==> config.mk <==
export PLATFORM = sky130hd
export DESIGN_NAME = conv2d_window_gen
export DESIGN_NICKNAME = d
export VERILOG_FILES = /design/src/rtl/conv_stream_pkg.sv /design/src/rtl/conv2d_line_buffer.sv /design/src/rtl/conv2d_window_gen.sv
export SDC_FILE = /design/constraint.sdc
export NUM_CORES = 1
export LEC_CHECK = 0
export ABC_AREA = 1
export ABC_CLOCK_PERIOD_IN_PS = 24900
export CELL_PAD_IN_SITES_DETAIL_PLACEMENT = 1
export CELL_PAD_IN_SITES_GLOBAL_PLACEMENT = 1
export CORE_MARGIN = 5
export CORE_UTILIZATION = 40
export CTS_CLUSTER_DIAMETER = 80
export DETAILED_ROUTE_END_ITERATION = 7
export GPL_ROUTABILITY_DRIVEN = 0
export PLACE_DENSITY = 0.79
export SLEW_MARGIN = 20
export SYNTH_ARGS = -nofsm -noshare
export SYNTH_HDL_FRONTEND = slang
export SYNTH_SLANG_ARGS = --single-unit
==> constraint.sdc <==
create_clock -name clk -period 24.9 [get_ports clk]
set_input_delay 7.47 -clock clk [delete_from_list [all_inputs] [get_ports clk]]
set_output_delay 7.47 -clock clk [all_outputs]
set_load 0.03 [all_outputs]
Figure 1. Met4 routing.
Supply wires on this layer in gray.
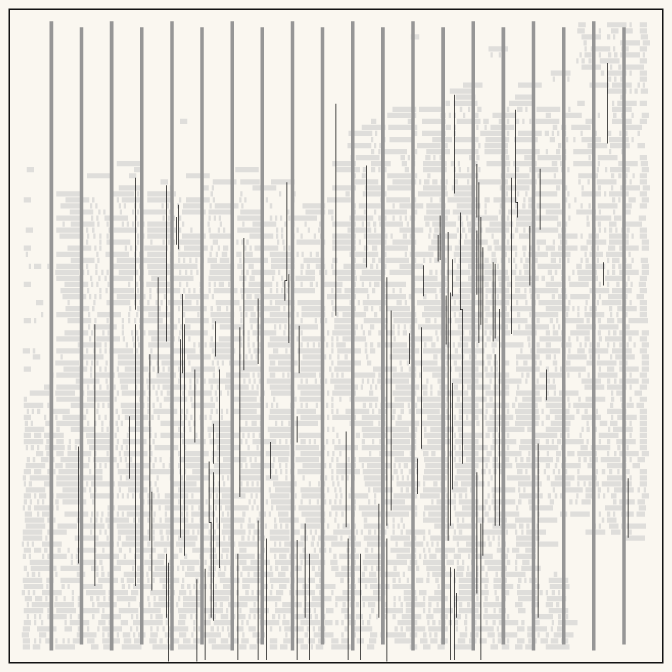
The longest straight run is 139 um. The layer carries 4230 um of wire. The wires run mostly vertical. 62 nets have wire on it. The layer holds 4.5% of the routed length.
final WL: 93.79 mm
number of vias in the routed layout: 22440

Figure 2. Cell outlines without signal wires.
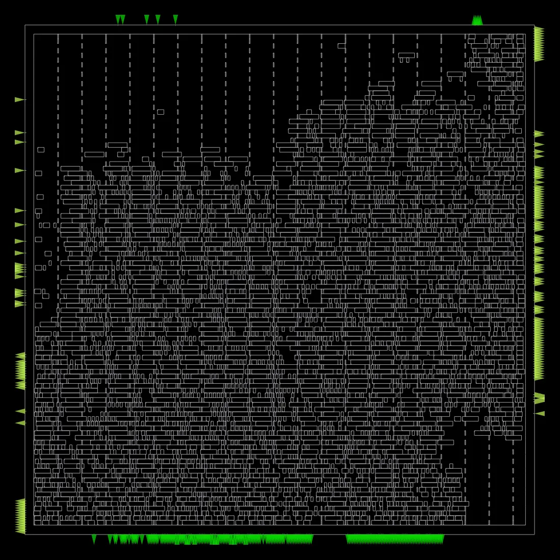
fraction of area in registers: 0.5842
filler cell count: 8623
Tapcells: 1060

Figure 3. Met3 routing.
The bar under the picture is 100 um long.
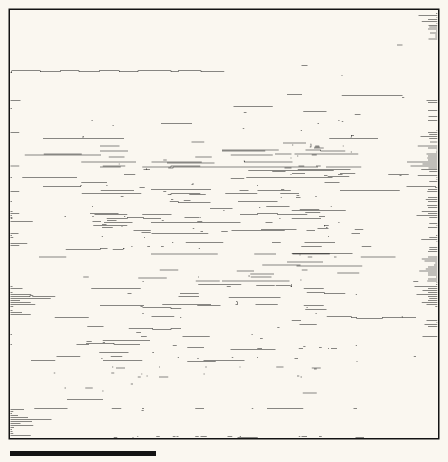
The layer holds 5.1% of the routed length. The longest straight run is 99.4 um. 265 nets have wire on it. The wires run mostly horizontal. The layer carries 4770 um of wire.
met3 routing resource usage after global routing: 0.03253

Figure 4. Wiring by layer.
The bar under the picture is 100 um long.
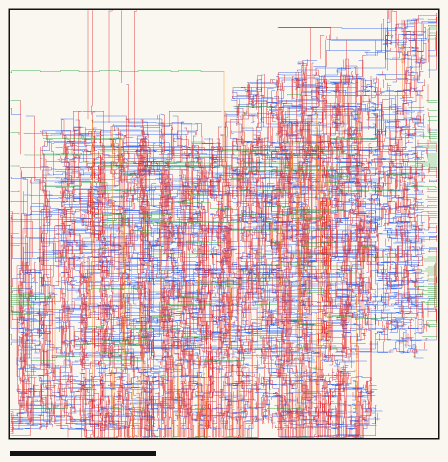
met1: drawn in blue, wire length 36.6 mm. met2: drawn in red, wire length 48.2 mm. met3: drawn in green, wire length 4770 um. met4: drawn in orange, wire length 4230 um.
routed length per placed instance: 21.30 um
all-layer global routing usage: 0.2130

==> ds_physical_params.txt <==
Physical design parameters

Parameter                              Value

Clocking
  Number of buffers inserted during clock tree synthesis .................. 87
  Clock Sink Count .................. 813
  Clock H-tree levels .................. 3
  Clock transition time at the flip-flop clock pins of the worst setup and hold paths .................. 60 ps
  Number of buffers added to fix hold violations after cts .................. 0
  Clock insertion delay at the later pin of the skew report .................. 660 ps
  TritonCTS clock tree .................. done
  Clock Path Buffers .................. 3

Detailed routing
  Detailed-router iteration count before antenna repair .................. 5
  Initial DRC Count .................. 1404
  Residual DRC count .................. 0
  Vias per cell .................. 5.096
  DRT antenna net count .................. 0

Logic synthesis
  Compound-cell area share of the yosys netlist .................. 0.04581
  Total nets after synthesis .................. 3019
  Fraction of synthesis flops using an asynchronous set or reset pin .................. 0.3702
  Leading post-synthesis cells by cell area .................. edfxtp_1 48%, dfrtp_1 23%, nand2_1 14%
  Synth unique cells .................. 29
  Portion of the post-synthesis area used by sequential elements .................. 0.7120
  Area of the mapped netlist .................. 0.03217 mm^2
  Average cell area after synthesis .................. 10.82 um^2
  Cell count after synthesis .................. 2973
  Combinational family with the most area after synthesis .................. simple AND/OR/NAND/NOR gates
  Top-area cell share .................. 0.4779
  Share of cell area taken by muxes after synthesis .................. 0
  Number of synthesis warnings .................. 0

Final timing
  Setup-failing EPs final .................. 0
  Final worst slack .................. 8571 ps
  Post-layout min period .................. 16330 ps
  Slew of the pin with the lowest slew margin .................. 1105 ps
  Unrepaired setup endpoints after global routing .................. false
  Count of final max-slew check failures .................. 0
  Worst slew margin relative to its limit .................. 0.2637
  Crit share post-route .................. 0.6558
  FMAX .................. 0.06124 GHz

GRT
  Largest net degree at the start of global routing .................. 203
  First-pass GRT wire length .................. 142.1 mm
  Remaining global-route overflow .................. 0

Power
  Part of the power in registers .................. 0.382
  Clock power frac .................. 0.233
  Total net switching power .................. 0.002214 W
  Power per unit of standard cell area .................. 139.8 mW/mm^2
  Static power due to leakage .................. 16.33 nW

Setup path
  Required time reported for the critical path endpoint .................. 17430 ps
  Slack of the worst reg-to-reg path .................. 21200 ps
  CP Buf/Inv Count .................. 3
  Most frequent cell on the critical path .................. clkdlybuf4s50_1
  Depth of the worst register-to-register path .................. 6
  Crit. path cell count .................. 4

Die
  Initial cell density of the core .................. 0.4014
  Vertical die dimension .................. 293.6 um
  Die Outline Area .................. 0.08620 mm^2

Hold path
  Cell count of the worst hold path .................. 2

Finish
  Number of nets at the end of the flow .................. 3317
  Dominant logic cell types in the final layout .................. 1185 x nand2_1, 512 x edfxtp_1, 325 x clkdlybuf4s50_1

Placed design
  HPWL reported at the end of detailed placement .................. 57.72 mm
  Port bufs .................. 325

Run status
  Outcome .................. complete, no violations
==> stage by stage <==
stage / power, W / std cells / util
after detailed placement: 0.004224 / 4242 / 0.4536
after floorplan: 0.003302 / 2973 / -
after CTS: 0.005530 / 4403 / 0.4892
final: 0.005482 / 4404 / 0.4893
after global routing: 0.005755 / 4404 / 0.4893
after global placement: 0.004130 / 4242 / 0.4536
==> worst reg2reg max path: cells and delay by family, from the launching register on <==
| kind | cells | cell delay, ps |
|---|---|---|
| AND/OR/NAND/NOR | 4 | 1870 |
| flip-flops | 1 | 370 |
| buffers and inverters | 2 | 1120 |
==> Yosys cell counts (2+ instances only) <==
cell type / number
buf_6: 7
nand4_1: 2
inv_2: 4
o211ai_1: 53
nand2_1: 1185
or2_0: 10
nor2_1: 177
dfrtp_1: 301
o21ai_0: 203
buf_2: 64
ha_1: 10
or2_2: 85
buf_4: 24
nor2_2: 2
clkbuf_1: 57
edfxtp_1: 512
inv_1: 171
o21ai_1: 9
nor4_1: 6
clkbuf_2: 4
nor3_1: 4
nand3_1: 76
==> power groups by stage <==
stage	logic (W)	clock network [W]	registers (W)
final	0.00211	0.00128	0.00209
after global placement	0.00203	0	0.00210
after detailed placement	0.00210	0	0.00212
after floorplan	0.000846	0	0.00246
after global routing	0.00226	0.00136	0.00214
after CTS	0.00213	0.00130	0.00210
==> logic make-up (layout without fill, tap and decap cells) <==
kind of cell	after synthesis	after routing
compound gates	267	267
other cells	0	1
flops	813	813
simple gates	1549	1549
buf+inv	334	704
fa+ha+maj	10	10
==> cell type report <==
class | count | area (um^2) | share of cell area
Antenna cell | 1 | 2.502 | 0.00006380
Clock buffer | 118 | 2461 | 0.06275
Clock inverter | 43 | 392.9 | 0.01002
Inverter | 177 | 681.9 | 0.01739
Multi-Input combinational cell | 1826 | 7865 | 0.2005
Sequential cell | 813 | 22920 | 0.5842
Tap cell | 1060 | 1326 | 0.03381
Timing Repair Buffer | 366 | 3577 | 0.09120
==> metal layers <==
layer | vias up | global-route usage | routed length, um | share of wire
li1 | 10250 | - | - | -
met1 | 11360 | 0.2574 | 36590 | 0.39
met2 | 629 | 0.3818 | 48190 | 0.51
met3 | 201 | 0.03253 | 4772 | 0.051
met4 | 0 | 0.08882 | 4233 | 0.045
met5 | - | 0 | 0 | 0
No activity file was given, so power comes from the tool's default toggle rates.
